### config.mk
export PLATFORM = sky130hd
export DESIGN_NAME = wb_arbiter_2
export DESIGN_NICKNAME = d
export VERILOG_FILES = /design/src/rtl/wb_pkg.sv /design/src/rtl/wb_arb_watchdog.sv /design/src/rtl/wb_arbiter_2.sv
export SDC_FILE = /design/constraint.sdc
export NUM_CORES = 1
export LEC_CHECK = 0
export CORE_UTILIZATION = 28
export DETAILED_ROUTE_END_ITERATION = 10
export PLACE_DENSITY_LB_ADDON = 0.05
export RECOVER_POWER = 25
export SLEW_MARGIN = 5
export SYNTH_ARGS = -nofsm -noshare
export SYNTH_HDL_FRONTEND = slang
export SYNTH_SLANG_ARGS = --single-unit
### constraint.sdc
create_clock -name clk -period 3.2 [get_ports clk]
set_input_delay 0.64 -clock clk [delete_from_list [all_inputs] [get_ports clk]]
set_output_delay 0.64 -clock clk [all_outputs]
set_load 0.05 [all_outputs]
### src/rtl/wb_pkg.sv
// Shared widths, FSM encoding and bus record types for the two-master Wishbone arbiter.
// OWN state encodings are deliberately one-hot so they double as the grant vector.
package wb_pkg;

  localparam int ADR_W           = 16;
  localparam int DAT_W           = 8;
  localparam int WDOG_W          = 8;
  localparam int TIMEOUT_DEFAULT = 255;

  typedef enum logic [1:0] {
    ST_IDLE   = 2'b00,
    ST_OWN_M0 = 2'b01,
    ST_OWN_M1 = 2'b10
  } arb_state_t;

  // One master's request-side signals, bundled so the slave mux is a single select.
  typedef struct packed {
    logic [ADR_W-1:0] adr;
    logic [DAT_W-1:0] dat;
    logic             cyc;
    logic             stb;
    logic             we;
  } wb_req_t;

  function automatic logic [1:0] grant_of(input arb_state_t st);
    case (st)
      ST_OWN_M0: return 2'b01;
      ST_OWN_M1: return 2'b10;
      default:   return 2'b00;
    endcase
  endfunction

endpackage

### src/rtl/wb_arb_watchdog.sv
// Stall watchdog: counts consecutive strobed-but-unacked cycles and flags expiry on the
// cycle the count reaches TIMEOUT_CYCLES-1; an ack in that same cycle suppresses expiry.
module wb_arb_watchdog
  import wb_pkg::*;
#(
  parameter int TIMEOUT_CYCLES = TIMEOUT_DEFAULT
) (
  input  logic clk,
  input  logic rst,
  input  logic stb,
  input  logic ack,
  input  logic clr,
  output logic expired
);

  localparam logic [WDOG_W-1:0] LIMIT = WDOG_W'(TIMEOUT_CYCLES - 1);

  logic [WDOG_W-1:0] r_count;

  assign expired = stb & ~ack & (r_count == LIMIT);

  always_ff @(posedge clk) begin
    if (!rst) begin
      r_count <= '0;
    end else if (clr || !stb || ack || expired) begin
      r_count <= '0;
    end else begin
      r_count <= r_count + WDOG_W'(1);
    end
  end

endmodule

### src/rtl/wb_arbiter_2.sv
// Two-master Wishbone arbiter with alternating tie-break, one IDLE cycle between grants,
// a purely combinational data path and a stall watchdog that aborts hung strobes.
module wb_arbiter_2
  import wb_pkg::*;
#(
  parameter int TIMEOUT_CYCLES = TIMEOUT_DEFAULT
) (
  input  logic             clk,
  input  logic             rst,
  // master 0
  input  logic [ADR_W-1:0] m0_wb_adr_i,
  input  logic [DAT_W-1:0] m0_wb_dat_i,
  output logic [DAT_W-1:0] m0_wb_dat_o,
  input  logic             m0_wb_cyc_i,
  input  logic             m0_wb_stb_i,
  input  logic             m0_wb_we_i,
  output logic             m0_wb_ack_o,
  output logic             m0_wb_err_o,
  // master 1
  input  logic [ADR_W-1:0] m1_wb_adr_i,
  input  logic [DAT_W-1:0] m1_wb_dat_i,
  output logic [DAT_W-1:0] m1_wb_dat_o,
  input  logic             m1_wb_cyc_i,
  input  logic             m1_wb_stb_i,
  input  logic             m1_wb_we_i,
  output logic             m1_wb_ack_o,
  output logic             m1_wb_err_o,
  // shared slave side
  output logic [ADR_W-1:0] s_wb_adr_o,
  output logic [DAT_W-1:0] s_wb_dat_o,
  input  logic [DAT_W-1:0] s_wb_dat_i,
  output logic             s_wb_cyc_o,
  output logic             s_wb_stb_o,
  output logic             s_wb_we_o,
  input  logic             s_wb_ack_i,
  // status
  output logic [1:0]       grant_o,
  output logic             timeout_o,
  output arb_state_t       o_dbg_state
);

  // Handshake: a master's transfer completes in the cycle where its stb=1 and the
  // slave's ack=1 while it owns the bus; err ends it instead when the watchdog expires.
  // A master that does not own the bus sees ack=0/err=0 and is simply stalled.

  arb_state_t r_state;
  arb_state_t w_next_state;
  logic       r_last_grant;   // 0 = m0 granted last, 1 = m1 granted last
  logic       r_timeout;

  wb_req_t    w_m0_req;
  wb_req_t    w_m1_req;
  wb_req_t    w_sel_req;
  logic       w_own_m0;
  logic       w_own_m1;
  logic       w_state_chg;
  logic       w_expired;

  assign w_m0_req = '{adr: m0_wb_adr_i, dat: m0_wb_dat_i, cyc: m0_wb_cyc_i,
                      stb: m0_wb_stb_i, we: m0_wb_we_i};
  assign w_m1_req = '{adr: m1_wb_adr_i, dat: m1_wb_dat_i, cyc: m1_wb_cyc_i,
                      stb: m1_wb_stb_i, we: m1_wb_we_i};

  assign w_own_m0    = (r_state == ST_OWN_M0);
  assign w_own_m1    = (r_state == ST_OWN_M1);
  assign w_state_chg = (r_state != w_next_state);

  // Unforced strobe feeds the watchdog so the stb override cannot loop back into it.
  assign w_sel_req = w_own_m0 ? w_m0_req :
                     w_own_m1 ? w_m1_req : '0;

  wb_arb_watchdog #(
    .TIMEOUT_CYCLES (TIMEOUT_CYCLES)
  ) u_watchdog (
    .clk     (clk),
    .rst     (rst),
    .stb     (w_sel_req.stb),
    .ack     (s_wb_ack_i),
    .clr     (w_state_chg),
    .expired (w_expired)
  );

  // State register, tie-break memory and sticky timeout flag.
  always_ff @(posedge clk) begin
    if (!rst) begin
      r_state      <= ST_IDLE;
      r_last_grant <= 1'b1;
      r_timeout    <= 1'b0;
    end else begin
      r_state <= w_next_state;
      if (r_state == ST_IDLE && w_next_state == ST_OWN_M0) begin
        r_last_grant <= 1'b0;
      end else if (r_state == ST_IDLE && w_next_state == ST_OWN_M1) begin
        r_last_grant <= 1'b1;
      end
      if (w_expired) begin
        r_timeout <= 1'b1;
      end
    end
  end

  // Owners only ever fall back to IDLE, which enforces the gap cycle between grants.
  always_comb begin
    w_next_state = r_state;
    case (r_state)
      ST_IDLE: begin
        if (m0_wb_cyc_i && m1_wb_cyc_i) begin
          w_next_state = r_last_grant ? ST_OWN_M0 : ST_OWN_M1;
        end else if (m0_wb_cyc_i) begin
          w_next_state = ST_OWN_M0;
        end else if (m1_wb_cyc_i) begin
          w_next_state = ST_OWN_M1;
        end
      end
      ST_OWN_M0: begin
        if (!m0_wb_cyc_i) w_next_state = ST_IDLE;
      end
      ST_OWN_M1: begin
        if (!m1_wb_cyc_i) w_next_state = ST_IDLE;
      end
      default: w_next_state = ST_IDLE;
    endcase
  end

  always_comb begin
    s_wb_adr_o  = w_sel_req.adr;
    s_wb_dat_o  = w_sel_req.dat;
    s_wb_cyc_o  = w_sel_req.cyc;
    s_wb_stb_o  = w_sel_req.stb & ~w_expired;
    s_wb_we_o   = w_sel_req.we;

    m0_wb_ack_o = w_own_m0 & s_wb_ack_i & m0_wb_stb_i;
    m0_wb_err_o = w_own_m0 & w_expired;
    m0_wb_dat_o = w_own_m0 ? s_wb_dat_i : '0;

    m1_wb_ack_o = w_own_m1 & s_wb_ack_i & m1_wb_stb_i;
    m1_wb_err_o = w_own_m1 & w_expired;
    m1_wb_dat_o = w_own_m1 ? s_wb_dat_i : '0;

    grant_o     = grant_of(r_state);
    timeout_o   = r_timeout;
    o_dbg_state = r_state;
  end

endmodule

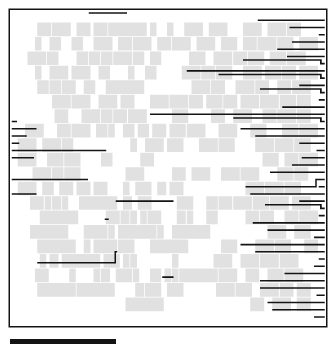
Figure 1: the metal 3 layer.
Scale bar: 20 um. Cells faint in the background.
nets with wire on the layer = 53
wire length on this layer = 474 um
longest straight run = 32.5 um

==> qor.yml <==
grt:
  antenna_found_initial: 0
  grtUsageMet1_pct: 23.50
  grt_usage_pct: 21.54
  grt-busiest-layer: "met2"
  grt_first_pass_wirelength_um: 5616
  use_met2_pct: 37.40
  grt.overflow.total: 0
  grtUsageMet3_pct: 10.48
  grt_max_degree: 27
  grt_pass1_vias: 1134
sta:
  fin_setup_tns_ns: 0
  rsz0062_at_grt: "false"
  setup_slack_ns: 0.2779
  fin_crit_sh_pct: 91.31
  whs_ns: 0.4755
  period_minus_slack_ns: 2.922
  hold_violations: 0
  max_freq_ghz: 0.3422
  setup_violations: 0
  finalMaxSlewViolations: 0
  slew_headroom_pct: 58.87
  worst_pin_slew_ns: 0.6197
  finClkSkew_ns: 0.01026
yosys:
  synth.avg_cell_area_um2: 8.089
  ys_sh_aoi_pct: 30.66
  yosys_area_um2: 922.1
  yosysTopAreaCellShare_pct: 26.05
  yosysWarningCount: 0
  ys_cells: 114
  ys_top_cells_by_area: "dfxtp_1 26%, a22o_1 25%, and2_1 12%"
  synthFlopType: "dfxtp_1"
  synth.yosys.seq_area_share_pct: 26.05
  ys_sh_simple_pct: 28.63
  netlist_area_um2: 922.1
  ys_types: 28
  mux_share_pct: 0
  xor_share_pct: 5.699
  synth.net_count: 181
  top_area_cell: "dfxtp_1"
  ys_async_sr_fraction_pct: 0
  edf_count: 0
  synthTopLogicFamily: "AND-OR/OR-AND gates"
  common_cells: "26 x a22o_1, 18 x and2_1, 12 x dfxtp_1, 12 x nor2_1, 7 x clkbuf_1"
  adder_share_pct: 2.714
  most_common_cell: "a22o_1"
  ys_ff: 12
drt:
  drc: 0
  met3_length_um: 473
  routedWlPerCell_um: 15.11
  dr_wl_met2_um: 2090
  vias_per_cell: 4.826
  num_vias: 1303
  drtAntennaViolNets: 0
  wl_met1_um: 1503
  drt-total-wl_um: 4080
  dr.max_layer_used: "met4"
  dr.pass1.iters: 4
hold_path:
  hold_depth: 1
  hold_start: "u_watchdog.r_count[0]$_SDFF_PP0_"
  holdPathEnd: "u_watchdog.r_count[0]$_SDFF_PP0_"
  hp-class: "flip-flop to flip-flop"
power_and_ir_drop:
  p_clk_uw: 90.3
  ir_worst_vdd_uv: 215.0
  power_combinational_uw: 326
  swShare_pct: 41.65
  combPwrFrac_pct: 56.9
  switching_power_uw: 238.3
  p_int_uw: 333.8
  power_uw: 572.1
  power-per-cell-area_nw_per_um2: 284.4
  p_seq_share_pct: 27.3
  p_leak_nw: 0.8595
  pg_seq_uw: 156
  maxPowerGroup: "combinational logic"
  power.share.clock_pct: 15.8
finish:
  diodes: 0
  buffers_excl_clock: 118
  largest_cell_class: "non-clock buffers"
  inv_count: 4
  clk_share_pct: 1.119
  final_cell_area_um2: 2012
  finish.utilization_pct: 65.37
  nClkBuffers: 3
  non_clock_buffer_area_share_pct: 52.67
  top_register: "u_watchdog.r_count"
  fill_cells: 277
  largest_reg_flops: 8
  register_area_um2: 240.2
  seq_cell_count: 12
  nNetsFinal: 295
  syn2layout_area_growth_pct: 118.2
  seq_area_share_pct: 11.94
  logic_area_um2: 619.3
  final_layout_size_suffix_gt1_share_pct: 19.47
  comb_cells: 89
  lay_top_cells: "66 x clkdlybuf4s50_1, 39 x buf_4, 26 x a22o_1, 18 x and2_1"
worst_setup_path:
  crit_chain: "and2b_1 -> a22oi_1 -> nor3_1 -> and2_1 -> buf_12"
  critPathRequiredTime_ns: 2.56
  end_kind: "output port"
  reg2regPathDepth: 5
  r2r-end: "u_watchdog.r_count[0]$_SDFF_PP0_"
  reg2reg_slack_ns: 1.01
  crit_type: "flip-flop to output port"
  crit_end: "m1_wb_err_o"
  crit_path_start_kind: "flip-flop"
  crit_slowest_cell: "and2b_1"
  startpoint: "o_dbg_state[0]$_SDFF_PN0_"
  cp_max_fo: 20
  crit_family: "simple AND/OR/NAND/NOR gates"
  cp_num_cells: 5
  worst-path-buf-inv: 1
  critical_path_arrival_ns: 2.28
  rr_startpoint: "o_dbg_state[0]$_SDFF_PN0_"
  critical_path.max_stage_delay_ns: 0.57
floorplanning:
  core_um2: 3078
  ios: 117
  die_x_um: 59.39
  tap_cells: 44
  core_util_floorplan_pct: 29.96
  die_area_um2: 3527
outcome:
  status: "complete, no violations"
place:
  post_dp_cell_area_um2: 2021
  port_buffers: 116
  post-place-ws_ns: 0.4778
  hpwl_um: 3348
  place_inst: 267
clock_tree:
  cts.clk_slew.worst_paths_ns: 0.06
  clock_path_buffers: 2
  clkLatencyLatePin_ns: 0.27
  cts_hold_buf: 0
  cts.sinks: 12
  htreeDepth: 1
  post_cts_resized: 0
  cts_setup_buffers: 0
  cts_made_buffers: 3
run:
  openroad.warnings: 27
  maxCapViolations: 0
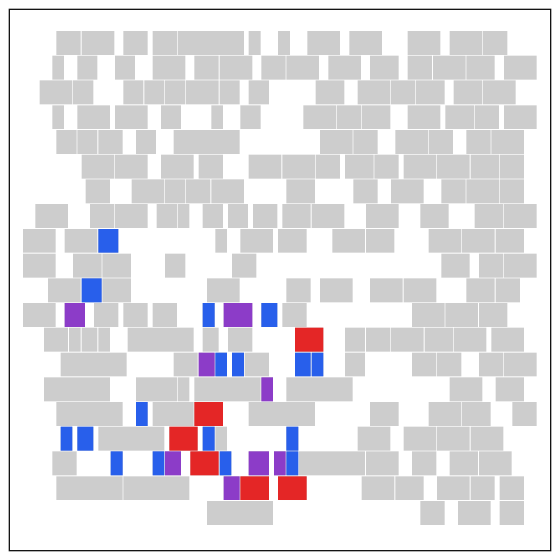
Figure 2: selected gate families.
red -> xor and xnor cells  # cells 6, most used xnor2_1, where bottom center
blue -> nor cells  # cells 17, most used nor2_1
purple -> nand cells  # cells 8, most used nand3_1, where bottom center
logic share of the area: 30.78%
Top cell excl fill/tap: clkdlybuf4s50_1
final cell count without fillers: 270

Power is estimated from default activity; no workload was simulated.
